Run 1, clock network drawn from the DEF:
(4 px per um)
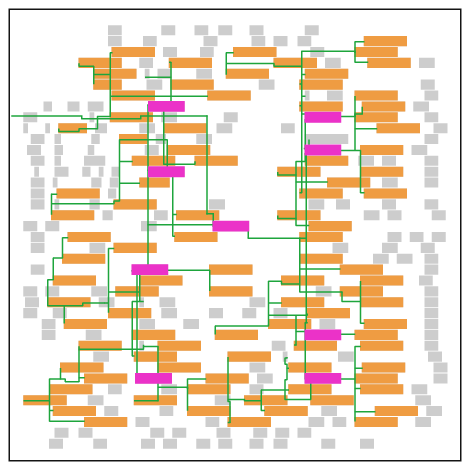
Run 1, register map, names as in the netlist:
(4 px per um) Other sequential cells in the stronger gray, the rest of the logic in the fainter gray.
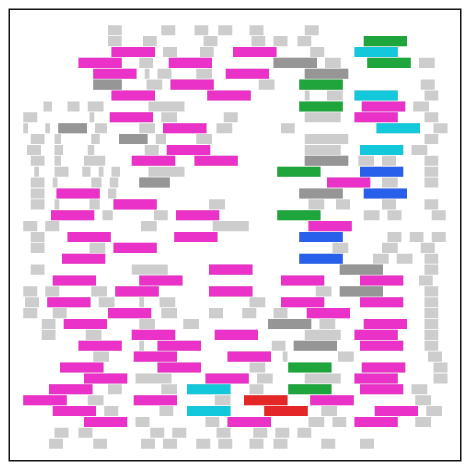
Run 1, placed cells, one color a class:
(4 px per um) Fill, decap, tap and diode cells in gray.
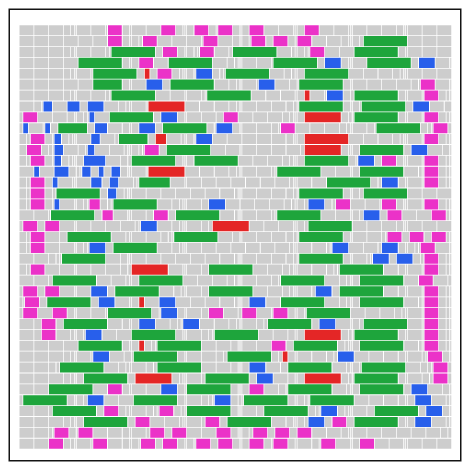
==> config.mk <==
export PLATFORM = sky130hd
export DESIGN_NAME = tl_d_channel_queue_flat
export DESIGN_NICKNAME = d
export VERILOG_FILES = /design/src/rtl/tl_d_channel_queue_if.sv /design/src/rtl/tl_d_channel_queue.sv /design/src/flat_wrapper.sv
export SDC_FILE = /design/constraint.sdc
export NUM_CORES = 1
export LEC_CHECK = 0
export ABC_AREA = 0
export CELL_PAD_IN_SITES_DETAIL_PLACEMENT = 2
export CELL_PAD_IN_SITES_GLOBAL_PLACEMENT = 2
export CORE_MARGIN = 2
export CORE_UTILIZATION = 30
export CTS_CLUSTER_DIAMETER = 40
export DETAILED_ROUTE_END_ITERATION = 8
export PLACE_DENSITY_LB_ADDON = 0.25
export SYNTH_ARGS = -nofsm -noshare
export SYNTH_HDL_FRONTEND = slang
export SYNTH_SLANG_ARGS = --single-unit
==> constraint.sdc <==
create_clock -name i_clock -period 6.96 [get_ports i_clock]
set_input_delay 1.392 -clock i_clock [delete_from_list [all_inputs] [get_ports i_clock]]
set_output_delay 1.392 -clock i_clock [all_outputs]
set_load 0.005 [all_outputs]
==> deck_impl_summary.md, run 1 <==
Key Metrics from the Run

Detailed routing
  • Routed vias/inst: 4.46
  • DRT Pass-1 Iters: 3
  • DR vias: 1894
  • Number of DRC markers in iteration 0: 73
  • WL final: 7320 um
  • DR WL/cell: 17.2 um
  • Detail Route Antenna Nets: 0

Place
  • DP HPWL: 4900 um
  • Dpl ws: 3.37 ns
  • Buffers on Ports: 99
  • Gpl congestion: 0.690

Global routing
  • First-pass GRT wire length: 11600 um
  • GRT Total Usage: 0.122
  • Global route overflow: 0
  • Number of global-route vias before repair: 2153
  • Pin count of the biggest net entering global routing: 47

Clock tree
  • Post_cts resized: 0
  • Root Buffer: clkbuf_16
  • Num CTS Buffers: 9
  • Post-CTS setup buffers: 0
  • CTS tree: done
  • Maximum number of buffers from clock root to sink: 2
  • H-tree depth: 3
  • Clk sinks: 96
  • Clock transition at the registers of the reported paths: 0.06 ns

Yosys
  • Yosys stat area: 3530 um^2
  • Synth Cell Area: 3530 um^2
  • Biggest area consumer among synthesized cells: edfxtp_1
  • YS warnings: 0
  • Post-Syn Nets: 221
  • Distinct cells, synth: 20
  • Seq share, synth: 0.805
  • Post-Synthesis Cells: 171
  • Yosys Instances: 171
  • Top cell type's share of synthesized area: 0.782
  • Post-synth EDFFs: 92
  • Most common reg cell: edfxtp_1

Hold path
  • Worst Hold Class: reg -> reg
  • Hold path cells: 2

Final layout
  • Area Growth Syn to Fin: 40.8%
  • # diodes: 0
  • Share of layout cells above drive strength 1: 0.0567
  • Top cells excl fill/tap: 99 x clkdlybuf4s50_1, 92 x edfxtp_1, 46 x mux2_1
  • NumNets Final: 327

Floorplanning
  • Die width: 113 um
  • Core ar.: 11500 um^2
  • Die outline height: 113 um
  • Fp util: 0.308
  • Die Size: 12700 um^2
  • # IOs: 100

Setup path
  • CP Capture Type: output port
  • CP Max Fanout: 46
  • Crit path required time: 5.57 ns
  • WP data arrival: 2.31 ns
  • Reg2Reg Setup Slack: 5.03 ns
  • Worst reg2reg path depth: 1
  • Setup CP Type: reg -> out
  • Crit path launch type: flop

STA
  • Slew @ Worst Pin: 1.16 ns
  • Finish-stage setup viols: 0
  • Final worst slack: 3.26 ns
  • Worst Skew: 0.00468 ns
  • Unrepaired setup endpoints after global routing: false
  • Number of max-slew violations in the final report: 0
  • Final hold violations: 0
  • Max Clk Rate: 0.270 GHz
  • Crit share post-route: 0.532
  • Slew headroom: 0.225
  • Setup_tns: 0 ns

Flow run
  • Tool warnings: 26

Power and ir drop
  • LEAKAGE: 1.64 nW
  • VDD IR max: 96.0 uV
  • Pwr/cell area: 262 nW/um^2

Outcome
  • Status: completed
About 'clock network drawn from the DEF':
[clock wires] green | length: 1090 um
[flip-flops] orange | count: 96
[clock drivers] magenta | count: 9
routed clock nets	10
Clk pwr share: 0.359
clk ins delay skew pair: 0.33 ns
Clk. pwr: 0.000467 W

About 'register map, names as in the netlist':
netlist name	color	placed flops
u_core.r_param	blue	4
u_core.r_denied	red	2
u_core.r_data	magenta	64
u_core.r_opcode	cyan	6
u_core.r_size	green	8
FF+latch area: 2840 um^2
flop share of the area: 0.572
seq pwr: 0.000682 W

About 'placed cells, one color a class':
class	color	cells	share of their area
sequential cells	green	96	59%
combinational and other logic	blue	69	14%
remaining buffers and delay cells	magenta	101	21%
clock drivers and dummy loads	red	16	5.9%
post-layout util: 0.434
Cell Rows: 39
post-route cell area: 4970 um^2

## run 1: through the flow
step	hold slack, ns	total power [W]	cells
2_1_floorplan	0.514	0.000743	171
3_3_place_gp	0.564	0.000847	409
3_5_place_dp	0.582	0.000851	409
6_report	0.591	0.00130	425
5_1_grt	0.639	0.00136	425
4_1_cts	0.594	0.00133	425
## run 1: Yosys cell counts, types with 2 or more instances
| cell | n |
|---|---|
| a31oi_1 | 2 |
| nand2_1 | 4 |
| dfxtp_1 | 4 |
| nand2b_1 | 3 |
| buf_2 | 5 |
| nor3_1 | 2 |
| mux2_1 | 46 |
| inv_1 | 2 |
| edfxtp_1 | 92 |
## run 1: worst max-delay path: stages, from the launching register on
cell             delay [ns]
dfxtp_2                1.08
mux2_1                 0.42
clkdlybuf4s50_1        0.45
## run 1: final cells by class
| type | instances | area, um^2 |
|---|---|---|
| clock inverters | 4 | 45.0 |
| well taps | 143 | 179 |
| repair buffers | 101 | 1010 |
| flip-flops and latches | 96 | 2840 |
| fillers | 1102 | 6490 |
| clock buffers | 12 | 236 |
| inverters | 2 | 7.51 |
| multi-input cells | 67 | 657 |
## run 1: routing by layer
metal	track usage	vias up	part of all wire
li1	-	884	-
met1	0.149	939	0.41
met2	0.204	60	0.52
met3	0.0302	11	0.051
met4	0.0585	0	0.019
met5	0	-	0
## run 1: power by group
group / internal, W / leakage (nW) / switching, W
sequential: 0.000663 / 0.875 / 0.0000193
combinational: 0.0000992 / 0.637 / 0.0000531
clock: 0.000276 / 0.132 / 0.000191
## run 1: kinds of logic (layout without fill, tap and decap cells)
group	Yosys count	in the layout	share of synthesized area
AOI/OAI and AO/OA	4	4	0.00744
xor gates and xnor gates	1	1	0.00248
buffers and inverters	8	119	0.0113
DFF	96	96	0.805
muxes	46	46	0.147
and+or+nand+nor	16	16	0.0273
Run 1, track usage over the die:
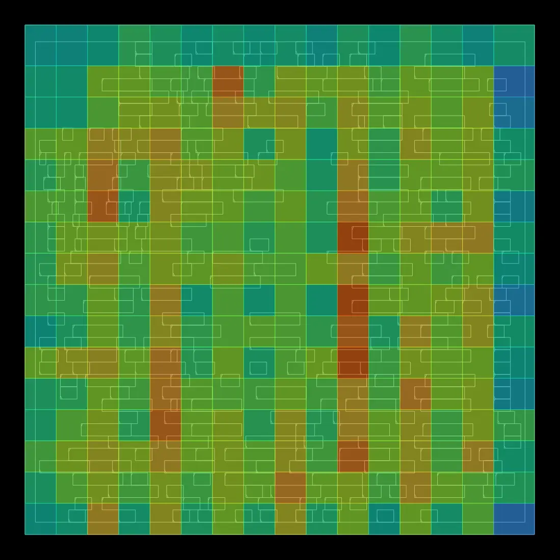

--- run 2 (diff from run 1) ---
==> constraint.sdc (replaced) <==
create_clock -name i_clock -period 3.17 [get_ports i_clock]
set_input_delay 0.634 -clock i_clock [delete_from_list [all_inputs] [get_ports i_clock]]
set_output_delay 0.634 -clock i_clock [all_outputs]
set_load 0.005 [all_outputs]
Run 2, track usage over the die:
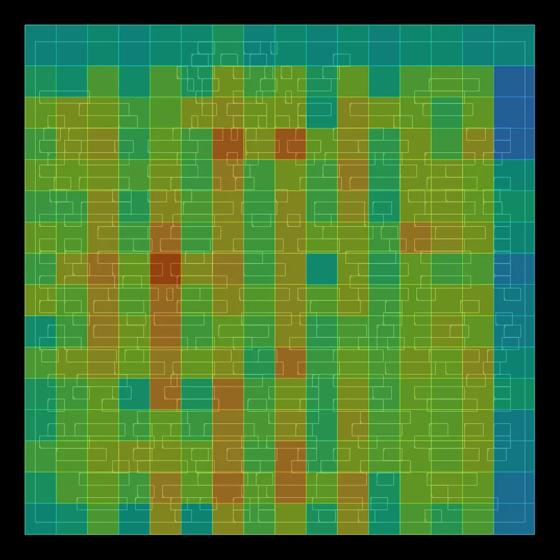
GRT Total Usage: 0.120
post-layout util: 0.442
met1 Usage GRT: 0.155

==> deck_impl_summary.md, run 2 <==
Key Metrics from the Run

Setup path
  • CP Max Fanout: 6
  • Delay-heaviest family, CP: buffers and inverters
  • Critical Path Max Stage Delay: 0.50 ns
  • Worst path cell trace: xnor2_1 > nand2_1 > inv_1 > clkdlybuf4s50_1
  • Crit path required time: 2.54 ns
  • WP data arrival: 1.83 ns
  • Reg2Reg Setup Slack: 1.63 ns
  • CP Capture Type: output port
  • Path length in cells of the critical path: 4
  • Slowest cell on the critical path: clkdlybuf4s50_1
  • Crit path launch type: flop
  • Setup CP Type: reg -> out
  • Worst reg2reg path depth: 3

STA
  • Crit share post-route: 0.777
  • Worst Skew: 0.00781 ns
  • Slew @ Worst Pin: 0.412 ns
  • Finish-stage setup viols: 0
  • Setup_tns: 0 ns
  • Final hold violations: 0
  • Number of max-slew violations in the final report: 0

Clock tree
  • Post_cts resized: 0
  • Num CTS Buffers: 9
  • Maximum number of buffers from clock root to sink: 2
  • Post-CTS setup buffers: 0
  • H-tree depth: 3
  • Clk ins delay skew pair: 0.32 ns
  • CTS tree: done

Yosys
  • Biggest area consumer among synthesized cells: edfxtp_1
  • Yosys stat area: 3530 um^2
  • Post-synth EDFFs: 92
  • Post-Synthesis Cells: 171
  • Most common cell in the synthesized netlist: edfxtp_1
  • Top cell type's share of synthesized area: 0.782
  • Distinct cells, synth: 20
  • Post-Syn Nets: 221
  • Yosys Instances: 171
  • Seq share, synth: 0.805
  • Top cells by count: 92 x edfxtp_1, 46 x mux2_1, 5 x buf_2, 4 x dfxtp_1, 4 x nand2_1

Power and ir drop
  • Design Power: 0.00303 W
  • LEAKAGE: 1.69 nW

Final layout
  • Share of layout cells above drive strength 1: 0.0704
  • Top cells excl fill/tap: 99 x clkdlybuf4s50_1, 92 x edfxtp_1, 46 x mux2_1
  • Comb area: 666 um^2
  • # diodes: 0
  • Fillers: 1098
  • FF+latch area: 2840 um^2
  • Area Growth Syn to Fin: 43.6%

Flow run
  • Tool warnings: 26

Global routing
  • Global route overflow: 0
  • First-pass GRT wire length: 11600 um
  • Number of global-route vias before repair: 2124
  • Pin count of the biggest net entering global routing: 47

Place
  • DP HPWL: 5120 um
  • Post-Place Cells: 411
  • Buffers on Ports: 99

Floorplanning
  • Die Size: 12700 um^2
  • # IOs: 100

Detailed routing
  • Routed vias/inst: 4.46
  • WL final: 7530 um
  • Number of DRC markers in iteration 0: 63
  • DRT Pass-1 Iters: 4
  • DR WL/cell: 17.6 um
  • Detail Route Antenna Nets: 0

Hold path
  • Hold path cells: 2
  • Worst Hold Class: reg -> reg

Outcome
  • Status: completed
Run 2, supply network:
(3 px per um) Pins as bars on the die edge.
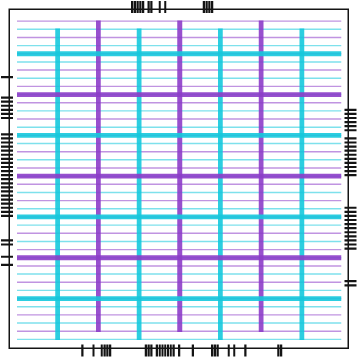
net	color
VDD	purple
VSS	cyan
met1 rails	40
met4 straps	7
die width: 113 um
die outline height: 113 um
VDD IR max: 274 uV
Core ar.: 11500 um^2

-- run 2: cell counts after synthesis --
No cell type changed its count.
-- run 2: layout make-up --
type / instances / area share
Clock buffer: 12 / 0.0466
Clock inverter: 4 / 0.0187
Inverter: 2 / 0.00148
Multi-Input combinational cell: 67 / 0.131
Sequential cell: 96 / 0.561
Tap cell: 143 / 0.0353
Timing Repair Buffer: 103 / 0.206
-- run 2: worst register-to-register path: stages, from the launching register on --
cell	delay, ns
dfxtp_1	0.40
nor2b_1	0.21
nor4b_4	0.28
buf_12	0.31
-- run 2: power breakdown --
group	internal (W)	leakage, nW	total (W)	switching (W)
logic	0.000225	0.659	0.000370	0.000145
clock network	0.000771	0.161	0.00118	0.000414
registers	0.00145	0.875	0.00148	0.0000204
-- run 2: kinds of logic after synthesis --
kind of cell | count (synthesis) | synth area share
buffers and inverters | 8 | 0.0113
AOI/OAI and AO/OA | 4 | 0.00744
muxes | 46 | 0.147
DFF | 96 | 0.805
xor gates and xnor gates | 1 | 0.00248
and+or+nand+nor | 16 | 0.0273
-- run 2: through the flow --
| stage | instance area, um^2 | setup WS, ns | util |
|---|---|---|---|
| global route | 5070 | 0.628 | 0.442 |
| detailed placement | 4740 | 0.926 | 0.414 |
| CTS | 5070 | 0.696 | 0.442 |
| finish | 5070 | 0.707 | 0.442 |
| floorplan | 3550 | 0.534 | - |
| global placement | 4740 | 0.957 | 0.414 |
-- run 2: per-layer routing --
| metal | GRT usage | share of wire | vias to the layer above |
|---|---|---|---|
| met4 | 0.0390 | 0.0061 | 0 |
| li1 | - | - | 889 |
| met3 | 0.0275 | 0.054 | 4 |
| met5 | 0 | 0 | - |
| met1 | 0.155 | 0.43 | 945 |
| met2 | 0.202 | 0.51 | 66 |
Power figures rest on the tool's default switching activity, not on a simulated workload.
